File: src/rtl/muldiv_unit.sv
// Iterative unsigned multiply/divide unit: WIDTH shift-add or restoring-divide
// steps per operation, with a single registered write-back to the register file.
module muldiv_unit #(
  parameter int WIDTH     = 16,
  parameter int DEPTH     = 32,
  parameter int ADDR_SIZE = $clog2(DEPTH)
) (
  input  logic                 clk,
  input  logic                 rst,
  input  logic                 start,
  input  logic [1:0]           op,
  input  logic [WIDTH-1:0]     a,
  input  logic [WIDTH-1:0]     b,
  input  logic [ADDR_SIZE-1:0] dest,
  input  logic                 abort,
  output logic                 busy,
  output logic                 done,
  output logic                 wb_we,
  output logic [ADDR_SIZE-1:0] wb_addr,
  output logic [WIDTH-1:0]     result
);

  localparam int CNT_W = $clog2(WIDTH + 1);

  typedef enum logic [1:0] {S_IDLE, S_RUN, S_DONE} state_t;

  state_t               state_reg, state_next;
  logic [1:0]           op_reg;
  logic [CNT_W-1:0]     cnt_reg;
  logic [WIDTH-1:0]     opnd_reg;
  logic [2*WIDTH-1:0]   prod_reg;
  logic [ADDR_SIZE-1:0] addr_reg;
  logic [WIDTH-1:0]     result_reg;

  logic                 last_iter;
  logic [WIDTH:0]       mul_sum;
  logic [2*WIDTH-1:0]   mul_next;
  logic [WIDTH:0]       div_shift;
  logic [WIDTH-1:0]     div_diff;
  logic                 div_ok;
  logic [2*WIDTH-1:0]   div_next;
  logic [2*WIDTH-1:0]   iter_next;
  logic [WIDTH-1:0]     result_next;

  assign last_iter = (cnt_reg == CNT_W'(WIDTH - 1));

  // Multiply: upper half accumulates the multiplicand, lower half holds the
  // remaining multiplier bits; the pair shifts right one bit per step.
  assign mul_sum  = {1'b0, prod_reg[2*WIDTH-1:WIDTH]} +
                    (prod_reg[0] ? {1'b0, opnd_reg} : {(WIDTH+1){1'b0}});
  assign mul_next = {mul_sum, prod_reg[WIDTH-1:1]};

  // Divide: upper half is the partial remainder, lower half shifts the
  // dividend out and quotient bits in. A zero divisor naturally yields an
  // all-ones quotient and a remainder equal to the dividend.
  assign div_shift = {prod_reg[2*WIDTH-1:WIDTH], prod_reg[WIDTH-1]};
  assign div_ok    = (div_shift >= {1'b0, opnd_reg});
  assign div_diff  = div_shift[WIDTH-1:0] - opnd_reg;
  assign div_next  = {(div_ok ? div_diff : div_shift[WIDTH-1:0]),
                      prod_reg[WIDTH-2:0], div_ok};

  assign iter_next   = op_reg[1] ? div_next : mul_next;
  assign result_next = op_reg[0] ? iter_next[2*WIDTH-1:WIDTH] : iter_next[WIDTH-1:0];

  always_comb begin
    state_next = state_reg;
    case (state_reg)
      S_IDLE: if (start && !abort) state_next = S_RUN;
      S_RUN: begin
        if (abort)          state_next = S_IDLE;
        else if (last_iter) state_next = S_DONE;
      end
      S_DONE:  state_next = S_IDLE;
      default: state_next = S_IDLE;
    endcase
  end

  always_ff @(posedge clk or negedge rst) begin
    if (!rst) begin
      state_reg <= S_IDLE;
    end else begin
      state_reg <= state_next;
    end
  end

  always_ff @(posedge clk or negedge rst) begin
    if (!rst) begin
      op_reg     <= 2'b00;
      cnt_reg    <= '0;
      opnd_reg   <= '0;
      prod_reg   <= '0;
      addr_reg   <= '0;
      result_reg <= '0;
    end else begin
      case (state_reg)
        S_IDLE: begin
          if (start && !abort) begin
            op_reg   <= op;
            addr_reg <= dest;
            cnt_reg  <= '0;
            // Lower half seeds the multiplier (mul) or the dividend (div).
            prod_reg <= {{WIDTH{1'b0}}, (op[1] ? a : b)};
            opnd_reg <= op[1] ? b : a;
          end
        end
        S_RUN: begin
          if (!abort) begin
            prod_reg <= iter_next;
            cnt_reg  <= cnt_reg + 1'b1;
            if (last_iter) result_reg <= result_next;
          end
        end
        default: ;
      endcase
    end
  end

  assign busy    = (state_reg != S_IDLE);
  assign done    = (state_reg == S_DONE);
  assign wb_we   = done;
  assign wb_addr = addr_reg;
  assign result  = result_reg;

endmodule

File: config.mk
export PLATFORM = sky130hd
export DESIGN_NAME = muldiv_unit
export DESIGN_NICKNAME = d
export VERILOG_FILES = /design/src/rtl/muldiv_unit.sv
export SDC_FILE = /design/constraint.sdc
export NUM_CORES = 1
export LEC_CHECK = 0
export ABC_AREA = 1
export ABC_CLOCK_PERIOD_IN_PS = 2500
export CAP_MARGIN = 20
export CELL_PAD_IN_SITES_DETAIL_PLACEMENT = 0
export CELL_PAD_IN_SITES_GLOBAL_PLACEMENT = 1
export CORE_MARGIN = 2
export CORE_UTILIZATION = 35
export CTS_BUF_LIST = sky130_fd_sc_hd__clkbuf_8
export DETAILED_ROUTE_END_ITERATION = 8
export PLACE_DENSITY = 0.84
export SYNTH_ARGS = -nofsm -noshare
export SYNTH_HDL_FRONTEND = slang
export SYNTH_SLANG_ARGS = --single-unit
File: constraint.sdc
create_clock -name clk -period 2.5 [get_ports clk]
set_clock_uncertainty 0.1 [all_clocks]
set_input_delay 0.5 -clock clk [delete_from_list [all_inputs] [get_ports clk]]
set_output_delay 0.5 -clock clk [all_outputs]
set_load 0.01 [all_outputs]
### Supply network, run 1

Pins as bars on the die edge. Tap cells in gray.
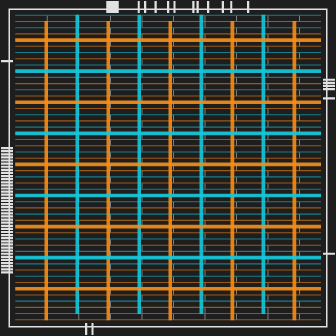
VSS: in orange. VDD: in cyan.
9 straps on met5. 67 signal pins sit on the boundary. 229 tap cells. The core has 49 rows. 9 straps on met4.
Die Span Y: 138 um
placeable core area: 0.0178 mm2

### Placed cells, one color a class, run 1

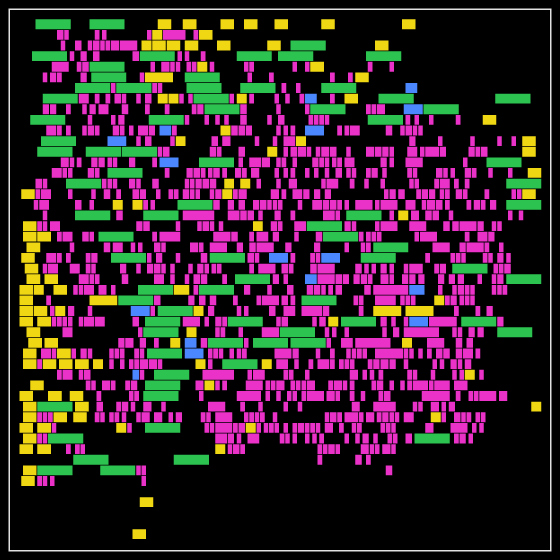
clock drivers and dummy loads: in blue, cells 16, share of their area 2.5%. all other logic: in magenta, cells 869, share of their area 58%. flip-flops: in green, cells 78, share of their area 26%. other buffers and delay cells: in yellow, cells 105, share of their area 13%.
sequential share of cell area: 25.2%
core occupancy in the finished layout: 43.4%

### Clock wires, drivers and flops, run 1

Bar = 50 um.
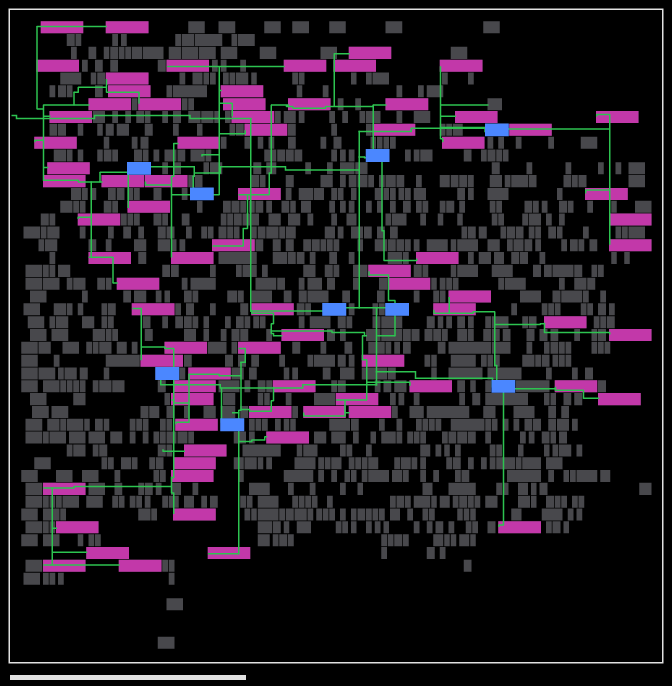
cells driving clock nets: in blue, count 9. flip-flops: in magenta, count 78. clock wires: in green, length 1290 um.
Position of the flops: widely spread.
clk latency late pin: 0.39 ns
power of the clock network: 967 uW
clock network fraction of total power: 13.2%

==> writeup.txt, run 1 <==
The library cell occupying the most area in the post-synthesis netlist was sky130_fd_sc_hd__dfrtp_1. The tool warning count for the run is 27. Routing resource usage on met2 recorded by global route was 35.7%. For this configuration, the core starts out at a cell density of 35.4%.

After layout, the worst setup slack is 0.137 ns. In the final report, the number of pins over their slew limit comes to 0. According to the finish report, the design has a final net count of 1142. Detailed placement ended at an HPWL of 16.7 mm. The logs give 9 for the total clock buffers created by CTS and 9.85 mm for the post-route met1 wirelength.

Ranking logic cells in the layout by count gives the top entries 338 x sky130_fd_sc_hd__nand2_1, 138 x sky130_fd_sc_hd__inv_1, 86 x sky130_fd_sc_hd__nand3_1, 78 x sky130_fd_sc_hd__dfrtp_1, 67 x sky130_fd_sc_hd__o21ai_0. The run gives 0 as the max capacitance violation total. Pin slew with the least headroom to its limit: 0.580 ns. With the post-detailed-route DRC marker count at 0, the synthesized-area fraction occupied by ao, oa, aoi and oai cells is 13.2%. Per Yosys stat, the portion of area used by sequential elements is 30.9%. Entering global routing, the biggest net connects 45 pins.

STA reports the tightest min-delay check as being of type in2async. The tools report the number of antenna violations at the first check in global routing as 0. The setup TNS was 0 ns; the placer's final routability congestion estimate was 0.970. Measured in cells, the most critical reg-to-reg path has a length of 14. Summing over every cut layer, the via total after detailed routing is 6598. For the number of standard cells in the layout, taps in and fillers out, the log shows 1297. The number of warning messages in the yosys log is 0. In this run, the synthesized area fraction spent on adder and majority cells is recorded as 7.37%. The cell count in the Yosys report came out at 982. Count of antenna diodes in the layout: 0. The cell type with the highest occurrence count on the critical path was sky130_fd_sc_hd__nand2_1. For reference, the critical path cell chain is inv_2 -> ha_1 -> inv_1 -> fa_2 -> nand3_1 -> nand3_4 -> nand2_1 -> nand2_1 -> xnor2_1 -> nand2_1 -> nand3_1 -> nand3_1 -> nand2_1 -> nand2_1.

For the total power, the log shows 7350 uW. The clock-pin slew on the worst setup and hold paths is 0.10 ns, and the part of the cycle the worst path needs is 94.5%. The placement stage leaves a total instance area of 0.00741 mm2.

In the final layout, the fill cell count is 1880. Averaged over all synthesized cells, the footprint is 6.43 um2. Setup repair after global routing could not meet its margin everywhere. In this run the core area contains 49 standard-cell rows.

The timing report gives the biggest stage delay along the critical path as 0.40 ns. The logs give -0.0303 ns for the setup slack at placement and 0.00631 mm2 for the area reported by Yosys stat. The worst pin sits at a relative slew slack of 61.3%. The run gives 2 as the maximum clock insertion buffer count. For reference, XOR and XNOR gates occupy 1.53% of the area reported after synthesis.

The run gives 3 for the count of H-tree levels built during CTS. With the finished layout cell area at 0.00775 mm2, the post-synth tally of flip-flops with integrated enable is 0. Yosys reports that the leading cell type by area covers 30.9% of the netlist area.

The number of violations reported at the end of detailed-routing iteration 0 was 653; the I/O pin count was 67. In this run the remaining antenna-violating nets after routing total 0. The area growth from synthesis to layout was 22.7%. Yosys attributes the largest share of cell area to sky130_fd_sc_hd__dfrtp_1 31%, sky130_fd_sc_hd__nand2_1 21%, sky130_fd_sc_hd__inv_1 8.3%. The top metal layer carrying routed signals was met4. The met2 wire length was 9.71 mm. After Yosys synthesis, and, or, nand and nor cells account for 35.7% of the synthesized area.

Counting both buffers and inverters, the worst setup path holds a total of 2. The flow ran to the end, and the final reports show no timing, DRC or antenna violations. Counting endpoints that fail hold in the final report gives 0. The run gives 16.5 um for the routed length per instance.

TritonCTS built the clock tree. In the post-route report, total wirelength is listed as 21.4 mm. Main flop type after synthesis: sky130_fd_sc_hd__dfrtp_1. The tools report the number of distinct standard cells referenced by the synthesized netlist as 42. Synthesis inferred 78 register bits. In this run the post-CTS setup repair buffer count came out at 0. Per the timing report, the biggest fanout along the worst path comes to 4. The script logs the ratio of routed vias to standard cells as 5.09.

The number of I/O port buffers works out to 66.
[run 1: cell type report]
class,instances,area (um2),share of cell area (%)
multi-input cells,721,3760,48.6
flip-flops and latches,78,1950,25.2
repair buffers,105,1000,13.0
inverters,148,556,7.17
well taps,229,287,3.70
clock buffers,9,124,1.60
clock inverters,7,60.1,0.775
[run 1: where the power goes]
part           switching [uW]  internal, uW
logic                    2880          1730
clock network             582           384
registers                 239          1530
[run 1: final timing paths]
path                              start            to  slack (ns)
max reg2reg                prod_reg[15]     result[6]        0.14
min reg2reg                   result[8]     result[8]        0.38
max                        prod_reg[15]     result[6]        0.14
min in group clk              result[8]     result[8]        0.38
min                                 rst  prod_reg[31]       0.002
max in group asynchronous           rst  opnd_reg[11]        1.64
==> inputs of run 2 (changes only) <==
--- a/config.mk
+++ b/config.mk
@@ -7,12 +7,14 @@
 export LEC_CHECK = 0
 export ABC_AREA = 1
 export ABC_CLOCK_PERIOD_IN_PS = 2500
-export CAP_MARGIN = 20
+export CAP_MARGIN = 30
 export CELL_PAD_IN_SITES_DETAIL_PLACEMENT = 0
 export CELL_PAD_IN_SITES_GLOBAL_PLACEMENT = 1
 export CORE_MARGIN = 2
 export CORE_UTILIZATION = 35
 export CTS_BUF_LIST = sky130_fd_sc_hd__clkbuf_8
+export CTS_CLUSTER_DIAMETER = 60
+export CTS_CLUSTER_SIZE = 16
 export DETAILED_ROUTE_END_ITERATION = 8
 export PLACE_DENSITY = 0.84
 export SYNTH_ARGS = -nofsm -noshare
==> run 2 against run 1 <==
Net effect: critical endpoint unchanged; first-iteration DRC count stayed put; count of clock-buffer cells in the layout is the same; worst hold slack stayed put; clock power barely moved; flip-flop count unchanged; synthesized area unchanged; highest routed layer unchanged; cell count unchanged; setup slack did not move; routed wire length is the same; combinational power about the same; sequential share of layout area unchanged; critical path type unchanged; utilization unchanged.
==> writeup.txt, run 2 <==
The run finished with clean final reports. The most critical setup path has its endpoint at result[6]. Per the cell usage report, the commonest logic cells after layout are 338 x sky130_fd_sc_hd__nand2_1, 138 x sky130_fd_sc_hd__inv_1, 86 x sky130_fd_sc_hd__nand3_1, 78 x sky130_fd_sc_hd__dfrtp_1, 67 x sky130_fd_sc_hd__o21ai_0. The max capacitance violation total is 0 (unchanged).

The xor/xnor cell area share of the yosys netlist is 1.53% (unchanged), and the least setup slack across all paths after layout is 0.137 ns (unchanged). For the standard cell area after detailed placement, the log shows 0.00741 mm2 (unchanged). The run gives 13.2% (unchanged) for the synthesized-area fraction occupied by ao, oa, aoi and oai cells. Per the timing report, the most critical flop-to-flop path originates at prod_reg[15].

The post-route antenna net violation count is 0 (unchanged), and the post-synth tally of flip-flops with integrated enable is 0 (unchanged). The post-detailed-route DRC marker count was 0 (unchanged). The share of synthesized cell area in full adder, half adder and majority cells came out at 7.37% (unchanged). The depth of the worst register-to-register path came out at 14 (unchanged). The largest incremental delay on the critical path is 0.40 ns (about the same). The average vias per placed instance works out to 5.09 (unchanged). The portion of synthesized cell area occupied by the leading cell type was 30.9% (unchanged); the number of distinct standard cells referenced by the synthesized netlist was 42 (unchanged). The clock network fraction of design power was 13.2% (about the same); the clock insertion delay at the later pin of the skew report was 0.39 ns (about the same). The number of standard cells in the layout, taps in and fillers out came out at 1297 (unchanged). The sequential fraction of the synthesis area was 30.9% (unchanged). The largest part of the power goes to combinational cells. The mean instance size in the synthesized netlist is 6.43 um2 (unchanged), and the total clock buffers created by CTS is 9 (unchanged).

With the total power at 7350 uW (unchanged), the I/O pin count is 67 (unchanged). The tools report the area reported by Yosys stat as 0.00631 mm2 (unchanged). The cell type with the highest occurrence count on the critical path was sky130_fd_sc_hd__nand2_1. With the maximum fanout encountered on the critical timing path at 4 (unchanged), the internal power component is 3640 uW (unchanged).

With the worst relative slew slack at 61.3% (unchanged), the number of I/O port buffers is 66 (unchanged). Setup repair after global routing could not meet its margin everywhere. Start point of the critical path: prod_reg[15]. The pin slew with the least headroom to its limit was 0.580 ns (unchanged). The run gives 1142 (unchanged) for the layout net count. The placer's final routability congestion estimate came out at 0.970 (unchanged). Main flop type after synthesis: sky130_fd_sc_hd__dfrtp_1.

The run gives 0 ns (unchanged) as the setup TNS. The library cell occupying the most area in the post-synthesis netlist was sky130_fd_sc_hd__dfrtp_1. Setup slack at placement: -0.0303 ns (unchanged). The logs give 0 (unchanged) for the final hold violation count and 0 (unchanged) for the final max-slew violation count.

The part of the power in combinational logic was 62.7% (about the same). Portion of total power attributed to sequential cells: 24.1% (about the same). Setup slack of the worst register-to-register path: 0.14 ns (about the same). The switching power total was 3700 uW (unchanged). The total number of warnings across the stage logs was 27 (unchanged); the number of warning messages in the yosys log was 0 (unchanged). The part of the cycle the worst path needs works out to 94.5% (unchanged). The total number of vias is 6598 (unchanged). The run gives 0.0178 mm2 (unchanged) for the area of the core. TritonCTS built the clock tree. The power dissipated in combinational cells came out at 4610 uW (about the same). For the post-layout utilization of the core, the log shows 43.4% (unchanged). Maximum number of pins on one net before global-route repair: 45 (unchanged). The core utilization at floorplan was 35.4% (unchanged).

The smallest clock period supported by the final layout is computed as 2.36 ns. The count of H-tree levels built during CTS is 3 (unchanged), and the number of antenna violations at the first check in global routing is 0 (unchanged). By area the synthesized netlist is led by sky130_fd_sc_hd__dfrtp_1 31%, sky130_fd_sc_hd__nand2_1 21%, sky130_fd_sc_hd__inv_1 8.3%. The run gives 967 uW (about the same) as the reported clock group power. The path type of the worst min-delay path is in2async. With the number of hold buffers added after CTS at 0, the final routed wirelength across all metal layers is 21.4 mm (unchanged). The number of synthesized register bits works out to 78 (unchanged). The run gives 16.7 mm (unchanged) as the estimated wirelength of the detail-placed design. The count of antenna diodes in the layout was 0 (unchanged). The tools report the final-layout fill cell count as 1880 (unchanged). The cell count in the Yosys report was 982 (unchanged); the net switching share of the total power was 50.4% (unchanged).
-- run 2: cell counts after synthesis --
Identical to the previous run, type by type.
-- run 2: repair_timing --
item	CTS	global route
gates resized	2	32
buffers inserted	0	4
endpoints found under the setup margin	3	25
pin swaps	0	6
-- run 2: cell type report --
type	count	area, um2	area share, %
sequential	78	1950	25.2
multi-input combinational	721	3760	48.6
clock inverter	7	60.1	0.775
timing repair buffer	105	1000	13.0
inverter	148	556	7.17
clock buffer	9	124	1.60
tap	229	287	3.70
-- run 2: per-layer routing --
layer  up-vias  share of wire (%)  track usage [%]
li1       3294                  -                -
met1      3023                 46             31.8
met2       254                 45             35.7
met3        27                7.1             4.54
met4         0                1.6             4.89
met5         -                  0                0
### Placed cells, one color a class, run 2

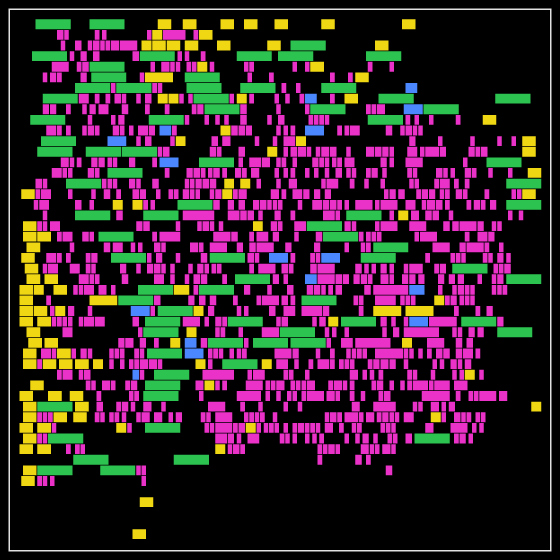
flip-flops: in green, cells 78, share of their area 26%. all other logic: in magenta, cells 869, share of their area 58%. other buffers and delay cells: in yellow, cells 105, share of their area 13%. clock drivers and dummy loads: in blue, cells 16, share of their area 2.5%.
site row count: 49
post-route cell area: 0.00775 mm2

### Supply network, run 2

Pins as bars on the die edge. Tap cells in gray.
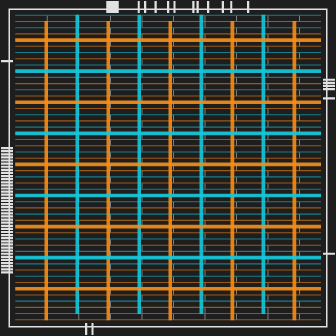
VDD: in cyan. VSS: in orange.
50 met1 rails follow the rows. The core has 49 rows. 9 straps on met5. 9 straps on met4.
maximum VDD drop: 0.409 mV
die span in x: 138 um

==> inputs of run 3 (changes only) <==
--- a/config.mk
+++ b/config.mk
@@ -7,7 +7,7 @@
 export LEC_CHECK = 0
 export ABC_AREA = 1
 export ABC_CLOCK_PERIOD_IN_PS = 2500
-export CAP_MARGIN = 30
+export CAP_MARGIN = 20
 export CELL_PAD_IN_SITES_DETAIL_PLACEMENT = 0
 export CELL_PAD_IN_SITES_GLOBAL_PLACEMENT = 1
 export CORE_MARGIN = 2
### Congestion heat map, run 3

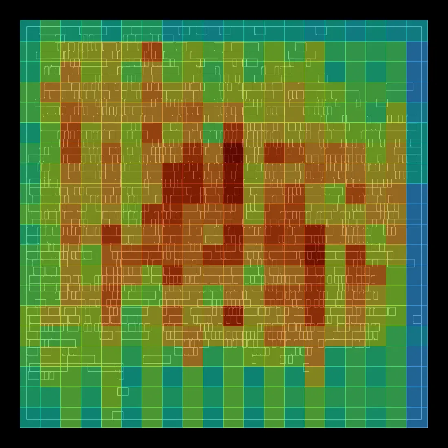
met1 GRT Util: 31.8%
Routed wire per std cell: 16.5 um

### Clock wires, drivers and flops, run 3

Bar = 50 um.
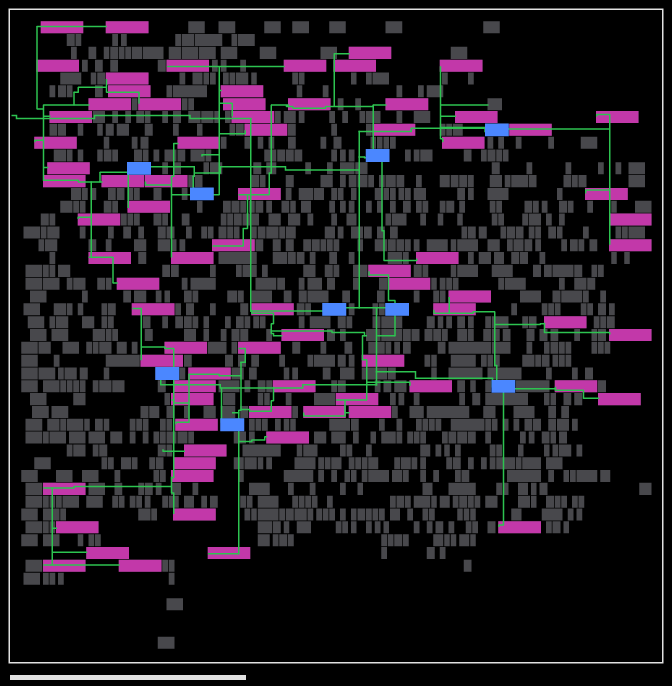
flip-flops: in magenta, count 78. cells driving clock nets: in blue, count 9. clock wires: in green, length 1290 um.
Position of the flops: widely spread. There are 10 routed clock nets.

==> run 3 against run 2 <==
Net effect: clock power barely moved; critical path depth did not move; utilization did not move; synthesized cell count did not move; via count did not move; global-route usage did not move; count of clock-buffer cells in the layout did not move; combinational power barely moved; critical path type unchanged; largest cell class unchanged.
==> writeup.txt, run 3 <==
The largest part of the power goes to combinational cells. The portion of synthesized cell area occupied by the leading cell type was 30.9% (unchanged); the number of distinct standard cells referenced by the synthesized netlist was 42 (unchanged). For the number of antenna violations at the first check in global routing, the log shows 0 (unchanged). The finished layout cell area came out at 0.00775 mm2 (unchanged).

The post-route antenna net violation count is 0 (unchanged). The mean instance size in the synthesized netlist was 6.43 um2 (unchanged); the post-cts gate resize count was 2 (unchanged). Total number of warnings across the stage logs: 27 (unchanged). The relative area of clock buffers and inverters in the final design is 2.37% (unchanged), and the switching power total is 3700 uW (unchanged). The clock insertion delay at the later pin of the skew report was 0.39 ns (about the same); the estimated wirelength of the detail-placed design was 16.7 mm (unchanged). With the count of antenna diodes in the layout at 0 (unchanged), the sequential cell area in the final layout is 0.00195 mm2 (unchanged). For the sequential fraction of the synthesis area, the log shows 30.9% (unchanged).

For this run, the leading register cell type out of synthesis is sky130_fd_sc_hd__dfrtp_1. With the portion of total power attributed to sequential cells at 24.1% (about the same), the number of tap cells added at floorplan is 229 (unchanged). The most numerous cell type found on the critical path is sky130_fd_sc_hd__nand2_1.

The setup slack at placement is -0.0303 ns (unchanged), and the fraction of area in non-clock buffers is 13.0% (unchanged). The maximum fanout encountered on the critical timing path works out to 4 (unchanged). The tools report the buffer count from post-CTS setup fixing as 0 (unchanged). The run gives 1880 (unchanged) as the final-layout fill cell count. Critical path capture point: result[6]. Multi-input combinational cell count: 721 (unchanged).

The core utilization at floorplan was 35.4% (unchanged); the cell count in the Yosys report was 982 (unchanged). The final routed wirelength across all metal layers is 21.4 mm (unchanged). The run gives 3640 uW (unchanged) for the internal power component. Post-synth tally of flip-flops with integrated enable: 0 (unchanged). The tools report the power dissipated in combinational cells as 4610 uW (about the same).

The part of the cycle the worst path needs was 94.5% (unchanged). The placer's final routability congestion estimate came out at 0.970 (unchanged). The setup slack of the worst register-to-register path was 0.14 ns (about the same); the max capacitance violation total was 0 (unchanged). The clock period minus worst slack was 2.36 ns (unchanged). The largest cell class by area is combinational gates. The run finished with clean final reports.

The combinational gate area was 0.00376 mm2 (unchanged). The library cell occupying the most area in the post-synthesis netlist is sky130_fd_sc_hd__dfrtp_1. The run gives 5.09 (unchanged) for the average vias per placed instance. The total of clock buffers placed in the layout came out at 9 (unchanged).

The clock network fraction of design power is 13.2% (about the same), and the total clock buffers created by CTS is 9 (unchanged). The tools report the worst relative slew slack as 61.3% (unchanged). The flop count was 78 (unchanged). The run gives 148 (unchanged) for the number of non-clock inverters in the layout. The tools report the number of standard-cell rows in the floorplan as 49 (unchanged).

The launch instance of the worst register-to-register path is prod_reg[15]. The tools report the count of H-tree levels built during CTS as 3 (unchanged). The tools report the part of the power in combinational logic as 62.7% (about the same).
==> run 3: logic make-up after synthesis <==
family,Yosys count,share of synthesized area [%]
buffers and inverters,183,11.3
DFF,78,30.9
and+or+nand+nor,523,35.7
adders and majority gates,36,7.37
AOI/OAI and AO/OA,151,13.2
xor gates and xnor gates,11,1.53
==> run 3: layer usage <==
metal / wire, um / vias up / GRT usage, %
met3: 1530 / 27 / 4.54
met2: 9710 / 254 / 35.7
met1: 9850 / 3023 / 31.8
li1: - / 3294 / -
met5: 0 / - / 0
met4: 344 / 0 / 4.89
==> run 3: through the flow <==
stage,total power (uW),utilization (%),TNS (ns)
after global placement,6150,41.5,-0.217
after global routing,8000,43.4,-0.0656
final,7350,43.4,0
after floorplan,4780,-,0
after CTS,7150,42.6,0
after detailed placement,6150,41.5,-0.0640
Power and IR drop assume default switching activity.
